<file path="config.mk">
export PLATFORM = sky130hd
export DESIGN_NAME = multi_edge_detector
export DESIGN_NICKNAME = d
export VERILOG_FILES = /design/src/rtl/multi_edge_detector.sv
export SDC_FILE = /design/constraint.sdc
export NUM_CORES = 1
export LEC_CHECK = 0
export CORE_MARGIN = 2
export CORE_UTILIZATION = 50
export CTS_CLUSTER_SIZE = 25
export DETAILED_ROUTE_END_ITERATION = 8
export GPL_ROUTABILITY_DRIVEN = 0
export GPL_TIMING_DRIVEN = 0
export PLACE_DENSITY = 0.78
export SYNTH_ARGS = -nofsm -noshare
export SYNTH_HDL_FRONTEND = slang
export SYNTH_SLANG_ARGS = --single-unit
</file>
<file path="constraint.sdc">
create_clock -name clk -period 4.65 [get_ports clk]
set_clock_uncertainty 0.1 [all_clocks]
set_input_delay 0.93 -clock clk [delete_from_list [all_inputs] [get_ports clk]]
set_output_delay 0.93 -clock clk [all_outputs]
set_load 0.005 [all_outputs]
</file>
<file path="src/rtl/multi_edge_detector.sv">
// Multi-channel synchronised edge detector with per-channel mode, saturating event
// counters behind a muxed read port, and an optional sticky pending/IRQ bank (EDGE_STICKY_EN).
module multi_edge_detector #(
    parameter int WIDTH       = 8,
    parameter int SYNC_STAGES = 2,
    parameter int CNT_W       = 8,
    parameter int SEL_W       = 3
) (
    input  logic                 clk,
    input  logic                 rst,
    input  logic [WIDTH-1:0]     D,
    input  logic [2*WIDTH-1:0]   mode,
    input  logic [SEL_W-1:0]     cnt_sel,
    input  logic                 cnt_clr,
    input  logic [WIDTH-1:0]     pend_clr,
    output logic [WIDTH-1:0]     detect,
    output logic [CNT_W-1:0]     edge_cnt,
    output logic                 cnt_sat,
    output logic [WIDTH-1:0]     pend,
    output logic                 irq
);
    logic [WIDTH-1:0][CNT_W-1:0] cnt;

    for (genvar i = 0; i < WIDTH; i++) begin : g_lane
        med_lane #(
            .SYNC_STAGES(SYNC_STAGES),
            .CNT_W      (CNT_W)
        ) u_lane (
            .clk  (clk),
            .rst  (rst),
            .d    (D[i]),
            .mode (mode[2*i +: 2]),
            .clr  (cnt_clr && (cnt_sel == SEL_W'(i))),
            .det  (detect[i]),
            .cnt  (cnt[i])
        );
    end

    // Out-of-range selects match no lane, so they read as zero and clear nothing.
    always_comb begin
        edge_cnt = '0;
        for (int i = 0; i < WIDTH; i++)
            if (cnt_sel == SEL_W'(i)) edge_cnt = cnt[i];
        cnt_sat = (edge_cnt == {CNT_W{1'b1}}) && (cnt_sel < SEL_W'(WIDTH) || WIDTH >= (1 << SEL_W));
    end

`ifdef EDGE_STICKY_EN
    // A same-cycle detect wins over the write-1-to-clear.
    always_ff @(posedge clk or posedge rst) begin
        if (rst) begin
            pend <= '0;
            irq  <= 1'b0;
        end else begin
            pend <= detect | (pend & ~pend_clr);
            irq  <= |pend;
        end
    end
`else
    wire unused_pend_clr = &{1'b0, pend_clr};
    assign pend = '0;
    assign irq  = 1'b0;
`endif

endmodule

// One channel: synchroniser, edge classification, registered pulse and saturating counter.
module med_lane #(
    parameter int SYNC_STAGES = 2,
    parameter int CNT_W       = 8
) (
    input  logic             clk,
    input  logic             rst,
    input  logic             d,
    input  logic [1:0]       mode,
    input  logic             clr,
    output logic             det,
    output logic [CNT_W-1:0] cnt
);
    logic [SYNC_STAGES-1:0] s;
    logic                   prev;
    logic                   rise, fall, hit;

    always_comb begin
        rise = s[SYNC_STAGES-1] & ~prev;
        fall = ~s[SYNC_STAGES-1] & prev;
        unique case (mode)
            2'b01:   hit = rise;
            2'b10:   hit = fall;
            2'b11:   hit = rise | fall;
            default: hit = 1'b0;
        endcase
    end

    always_ff @(posedge clk or posedge rst) begin
        if (rst) begin
            s    <= '0;
            prev <= 1'b0;
            det  <= 1'b0;
            cnt  <= '0;
        end else begin
            s[0] <= d;
            for (int k = 1; k < SYNC_STAGES; k++) s[k] <= s[k-1];
            prev <= s[SYNC_STAGES-1];
            det  <= hit;
            // Clear coinciding with a counted pulse keeps that pulse.
            if (clr)
                cnt <= CNT_W'(det);
            else if (det && cnt != {CNT_W{1'b1}})
                cnt <= cnt + CNT_W'(1);
        end
    end

endmodule

</file>
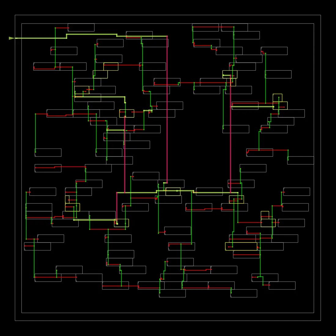
**Above:** run 1 (clock routing).
flip-flops: 96
Num CTS Buffers: 9

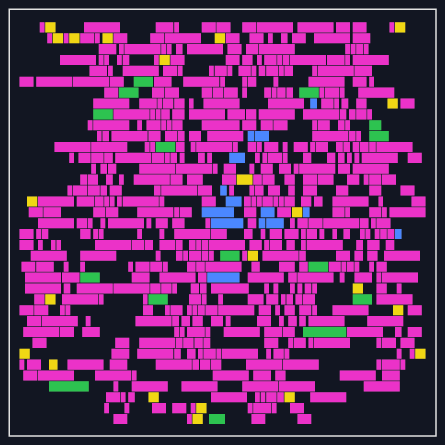
**Above:** run 1 (sizing map).
Drawn at 4 px/um.
| color | size | cells | share |
|---|---|---|---|
| green | _6 and larger | 15 | 2.5% |
| magenta | _0 and _1 cells | 548 | 91% |
| yellow | _3 and _4 cells | 22 | 3.7% |
| blue | _2 cells | 14 | 2.3% |
worst setup margin: 0.159 ns
final instance area: 6120 sq um
synth-to-layout area growth: 16.8%

==> results.json, run 1 <==
{
  "comb_power_w": 0.000625,
  "wl_met1_mm": 4.83,
  "setup-tns-final_ns": 0,
  "max_freq_ghz": 0.223,
  "warning_count": 42,
  "grtUsageMet2": 0.359,
  "ir_drop_uv": 246,
  "ys_sh_aoi": 0.0903,
  "drv_cap": 0,
  "path_clk_slew_ns": 0.09,
  "status": "finished, final reports clean",
  "chipArea_sq_um": 11300,
  "synthXorXnorAreaFrac": 0.0686,
  "cp-endpoint": "cnt_sat",
  "viasPerCell": 5.52,
  "grt_usage": 0.212,
  "busiest_layer": "met2",
  "drive_gt1_frac": 0.0851,
  "largest_class": "logic gates",
  "tap_cells": 136,
  "adder_share": 0.0573,
  "cts-root-buf": "clkbuf_8",
  "ys_top_cells_by_area": "dfrtp_1 46%, xnor2_1 6.4%, ha_1 5.7%, nor2_1 4.6%, mux2i_1 4.2%",
  "dp_cells": 719,
  "hold_end": "g_lane[1].u_lane.s[1]$_DFF_PP0_",
  "worstHoldPathType": "flop to flop",
  "dpl_cell_area_sq_um": 5910,
  "startpoint": "cnt_sel[1]",
  "top_area_cell": "dfrtp_1",
  "final_cell_mix": "96 x dfrtp_1, 64 x nor2_1, 54 x nand2_1",
  "path_max_fanout": 10,
  "period_needed_ns": 4.49,
  "ys_sh_mux": 0.0822,
  "p_int_w": 0.00160,
  "r2r_slack_ns": 2.58,
  "cts_hold_buf": 0,
  "top_regs": "g_lane.u_lane.cnt: 64 flops, g_lane.u_lane.s: 16 flops",
  "drt_first_iter_violations": 288,
  "rows": 37,
  "dieWidth_um": 106,
  "layout.comb_gates.multi_input": 373,
  "clkPwrFrac": 0.234,
  "power_frac_comb": 0.255,
  "ys_ff": 96,
  "buf_share": 0.108,
  "arrival_ns": 3.46,
  "grt_pass1_wl_mm": 18.7,
  "dr.pass1.iters": 5,
  "finalPower_w": 0.00245,
  "top_register": "g_lane.u_lane.cnt",
  "h-tree-depth": 3,
  "yosys.area.top_type_share": 0.459,
  "r2r.worst_path.cells": 5,
  "dr.max_layer_used": "met4",
  "critPathBufInv": 5,
  "topCombFamilyByArea": "simple AND/OR/NAND/NOR gates",
  "hold_viol": 0,
  "drc": 0,
  "cp_top_family": "buffers and inverters",
  "cp-end-kind": "primary output",
  "min_from": "g_lane[1].u_lane.s[0]$_DFF_PP0_"
}
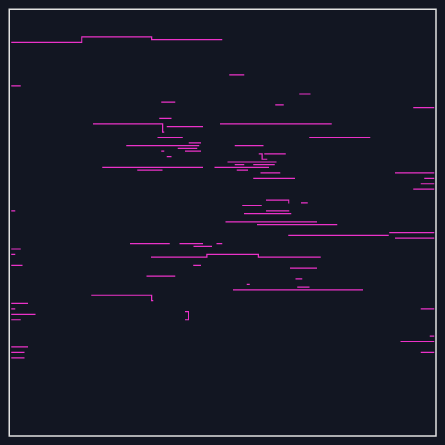
**Above:** run 1 (met3 routing).
Drawn at 4 px/um.
nets with wire on the layer: 60
main direction: horizontal
Vias: 4060
drt total wl: 11.2 mm
met3 usage: 0.0435

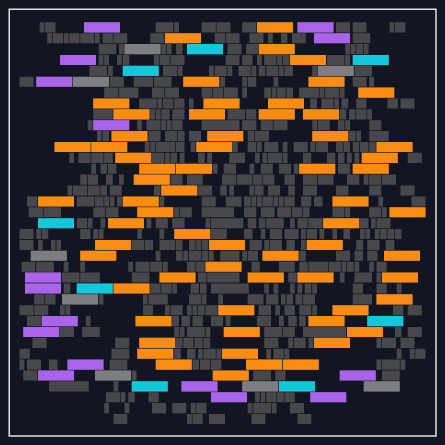
**Above:** run 1 (sequential cells grouped by signal name).
Drawn at 4 px/um. Other sequential cells in the stronger gray, the rest of the logic in the fainter gray.
| color | name in the netlist | placed flops |
|---|---|---|
| cyan | `g_lane.u_lane.det` | 8 |
| purple | `g_lane.u_lane.s` | 16 |
| orange | `g_lane.u_lane.cnt` | 64 |
not colored: 8
Final Util: 0.598
flop share of the area: 0.393
power in sequential cells: 0.00125 W
Seq. cell area: 2400 sq um

## Run 2: what changed since run 1
--- a/config.mk
+++ b/config.mk
@@ -12,6 +12,7 @@
 export GPL_ROUTABILITY_DRIVEN = 0
 export GPL_TIMING_DRIVEN = 0
 export PLACE_DENSITY = 0.78
+export REMOVE_ABC_BUFFERS = 1
 export SYNTH_ARGS = -nofsm -noshare
 export SYNTH_HDL_FRONTEND = slang
 export SYNTH_SLANG_ARGS = --single-unit
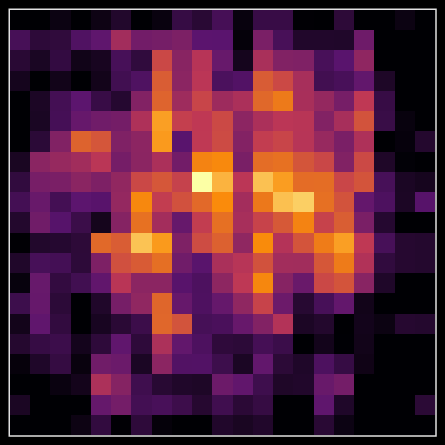
**Above:** run 2 (signal metal coverage by tile).
Drawn at 4 px/um. The die is cut into 21 by 21 equal tiles; black is low, pale yellow is high, scaled to the fullest tile. Values are wire area over tile area, all layers added.
mean over tiles: 0.15
fullest tile: 0.57
tiles over half the peak: 19%
densest ninth of the die: center
nearly empty tiles: 18%
emptiest ninth of the die: south-east
drt total wl: 10.6 mm
Vias: 3995
drt wl/cell: 15.0 um
GR Util All Layers: 0.200

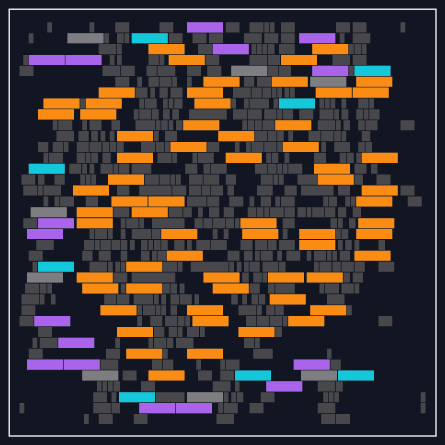
**Above:** run 2 (sequential cells grouped by signal name).
Drawn at 4 px/um. Other sequential cells in the stronger gray, the rest of the logic in the fainter gray.
| color | name in the netlist | placed flops |
|---|---|---|
| orange | `g_lane.u_lane.cnt` | 64 |
| cyan | `g_lane.u_lane.det` | 8 |
| purple | `g_lane.u_lane.s` | 16 |
not colored: 8
Final Util: 0.578
flop share of the area: 0.406
power in sequential cells: 0.00124 W

==> results.json, run 2 <==
{
  "avgSynthCellArea_sq_um": 9.88,
  "power_frac_comb": 0.255,
  "adder_share": 0.0573,
  "critPathBufInv": 2,
  "dieWidth_um": 106,
  "rows": 37,
  "cts-root-buf": "clkbuf_8",
  "cp_top_family": "multiplexers",
  "p_int_w": 0.00155,
  "ys_sh_aoi": 0.0903,
  "grtUsageMet2": 0.345,
  "h-tree-depth": 3,
  "grt_pass1_wl_mm": 17.8,
  "tap_cells": 136,
  "ant_nets": 0,
  "buf_share": 0.0808,
  "cp-endpoint": "cnt_sat",
  "hold_end": "g_lane[3].u_lane.s[1]$_DFF_PP0_",
  "finalPower_w": 0.00238,
  "drv_cap": 0,
  "final_area_sq_um": 5910,
  "drc": 0,
  "setup-tns-final_ns": 0,
  "dp_cells": 693,
  "synthXorXnorAreaFrac": 0.0686,
  "arrival_ns": 3.43,
  "numCtsBuffers": 9,
  "wl_met1_mm": 4.52,
  "layout.comb_gates.multi_input": 373,
  "max_freq_ghz": 0.224,
  "viasPerCell": 5.64,
  "drive_gt1_frac": 0.0472,
  "r2r_slack_ns": 2.63,
  "ys_top_cells_by_area": "dfrtp_1 46%, xnor2_1 6.4%, ha_1 5.7%, nor2_1 4.6%, mux2i_1 4.2%",
  "ir_drop_uv": 212,
  "largest_class": "logic gates",
  "comb_power_w": 0.000605,
  "dr.max_layer_used": "met4",
  "path_clk_slew_ns": 0.08,
  "startpoint": "cnt_sel[0]",
  "clkPwrFrac": 0.224,
  "busiest_layer": "met2",
  "r2r.worst_path.cells": 6,
  "top_regs": "g_lane.u_lane.cnt: 64 flops, g_lane.u_lane.s: 16 flops",
  "status": "finished, final reports clean",
  "ys_ff": 96,
  "cts_hold_buf": 0,
  "worstHoldPathType": "flop to flop",
  "fp_util": 0.512,
  "use_met1": 0.252,
  "min_from": "g_lane[3].u_lane.s[0]$_DFF_PP0_",
  "cp-end-kind": "primary output",
  "hold_viol": 0,
  "final_cell_mix": "96 x dfrtp_1, 64 x nor2_1, 54 x nand2_1",
  "top_register": "g_lane.u_lane.cnt",
  "warning_count": 41,
  "area_growth_pct": 12.9,
  "topCombFamilyByArea": "simple AND/OR/NAND/NOR gates",
  "use_met3": 0.0325,
  "ys_sh_mux": 0.0822,
  "ys.flop_type": "dfrtp_1"
}
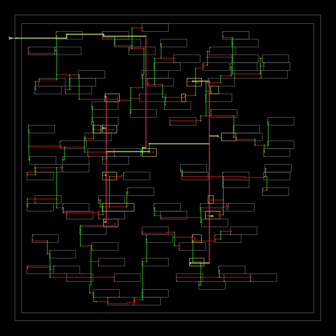
**Above:** run 2 (clock routing).
clock buffers: 10
Sink Count: 96
clk_lat worst skew: 0.36 ns
Clk power: 0.000532 W

## Run 3: what changed since run 2
--- a/config.mk
+++ b/config.mk
@@ -5,7 +5,6 @@
 export SDC_FILE = /design/constraint.sdc
 export NUM_CORES = 1
 export LEC_CHECK = 0
-export CORE_MARGIN = 2
 export CORE_UTILIZATION = 50
 export CTS_CLUSTER_SIZE = 25
 export DETAILED_ROUTE_END_ITERATION = 8
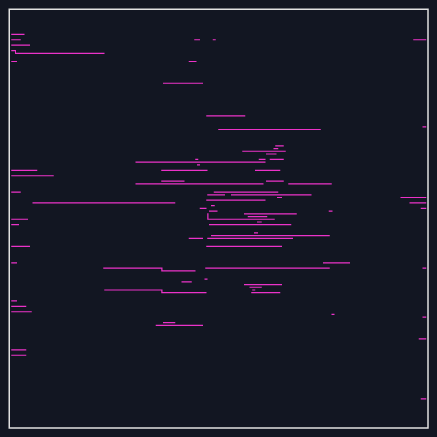
**Above:** run 3 (met3 routing).
Drawn at 4 px/um.
nets with wire on the layer: 65
longest straight run: 35.4 um
share of all routed wire: 5.7%
met3 usage: 0.0464
Vias: 3950
drt total wl: 10.9 mm

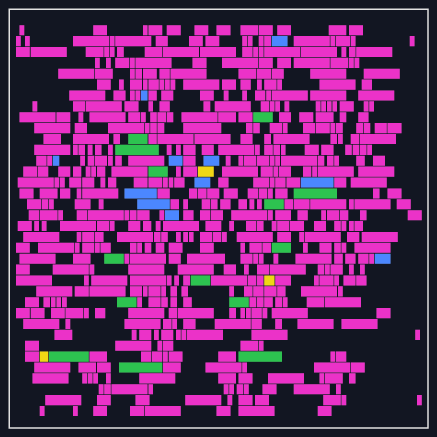
**Above:** run 3 (sizing map).
Drawn at 4 px/um.
| color | size | cells | share |
|---|---|---|---|
| yellow | _3 and _4 cells | 3 | 0.52% |
| green | _6 and larger | 14 | 2.4% |
| magenta | _0 and _1 cells | 544 | 95% |
| blue | _2 cells | 11 | 1.9% |
final instance area: 5990 sq um
Buffers excl. clock: 47
synth-to-layout area growth: 14.3%
worst setup margin: 0.206 ns

==> results.json, run 3 <==
{
  "use_met1": 0.270,
  "tap_cells": 133,
  "numClockSinks": 96,
  "ys_top_cells_by_area": "dfrtp_1 46%, xnor2_1 6.4%, ha_1 5.7%, nor2_1 4.6%, mux2i_1 4.2%",
  "topCombFamilyByArea": "simple AND/OR/NAND/NOR gates",
  "busiest_layer": "met2",
  "path_max_fanout": 25,
  "status": "finished, final reports clean",
  "dieWidth_um": 104,
  "die_y_um": 104,
  "cp-end-kind": "primary output",
  "yosys.area.top_type_share": 0.459,
  "hold_end": "g_lane[1].u_lane.s[1]$_DFF_PP0_",
  "warning_count": 41,
  "period_needed_ns": 4.44,
  "final_cell_mix": "96 x dfrtp_1, 64 x nor2_1, 54 x nand2_1",
  "p_seq_w": 0.00124,
  "path_clk_slew_ns": 0.09,
  "ir_drop_uv": 246,
  "ys_cells": 530,
  "power_frac_comb": 0.239,
  "drive_gt1_frac": 0.0490,
  "ant_nets": 0,
  "top_area_cell": "dfrtp_1",
  "grt_pass1_wl_mm": 18.4,
  "cp-endpoint": "cnt_sat",
  "netlist-cell-type-count": 50,
  "buf_share": 0.0811,
  "hold_viol": 0,
  "seq_cells": 96,
  "numCtsBuffers": 9,
  "h-tree-depth": 3,
  "largest_class": "logic gates",
  "avgSynthCellArea_sq_um": 9.88,
  "dpl_cell_area_sq_um": 5730,
  "ys_ff": 96,
  "grtUsageMet2": 0.351,
  "grt_max_degree": 61,
  "chipArea_sq_um": 10900,
  "startpoint": "cnt_sel[0]",
  "wl_met1_mm": 4.64,
  "rows": 36,
  "drc": 0,
  "critPathBufInv": 2,
  "arrival_ns": 3.41,
  "r2r_slack_ns": 2.60,
  "setup_viol": 0,
  "ys.flop_type": "dfrtp_1",
  "adder_share": 0.0573,
  "dp_cells": 690,
  "r2r.worst_path.cells": 5,
  "slew_violations": 0,
  "powerClk_w": 0.000702,
  "cp_top_family": "buffers and inverters",
  "core-area_sq_um": 9950,
  "drv_cap": 0,
  "dr.max_layer_used": "met4",
  "finalPower_w": 0.00255,
  "comb_power_w": 0.000611,
  "cts-root-buf": "clkbuf_8",
  "top_register": "g_lane.u_lane.cnt",
  "io_buffers": 46,
  "layout.comb_gates.multi_input": 373,
  "setup-tns-final_ns": 0,
  "clk_latency_ns": 0.36,
  "ys_sh_mux": 0.0822,
  "ys_sh_aoi": 0.0903,
  "cts_tree": "built",
  "tightest_slew_ns": 0.816,
  "min_from": "g_lane[1].u_lane.s[0]$_DFF_PP0_",
  "dr.pass1.iters": 5,
  "clkbuf_count": 9,
  "seq_area_frac": 0.401,
  "worstHoldPathType": "flop to flop",
  "num_io_pins": 64,
  "max_freq_ghz": 0.225,
  "fp_util": 0.526,
  "top_regs": "g_lane.u_lane.cnt: 64 flops, g_lane.u_lane.s: 16 flops",
  "drt_first_iter_violations": 201,
  "p_int_w": 0.00172,
  "clkPwrFrac": 0.275,
  "cts_hold_buf": 0,
  "synthXorXnorAreaFrac": 0.0686,
  "regArea_sq_um": 2400,
  "postLayoutCoreUtil": 0.601,
  "viasPerCell": 5.60
}
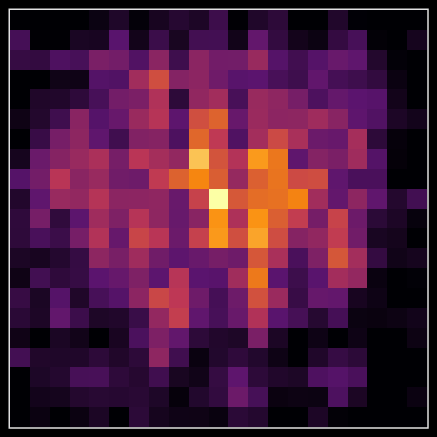
**Above:** run 3 (signal metal coverage by tile).
Drawn at 4 px/um. The die is cut into 21 by 21 equal tiles; black is low, pale yellow is high, scaled to the fullest tile. Values are wire area over tile area, all layers added.
densest ninth of the die: center
emptiest ninth of the die: south-east
nearly empty tiles: 14%
drt wl/cell: 15.4 um
GR Util All Layers: 0.212

Power is estimated from default activity; no workload was simulated.
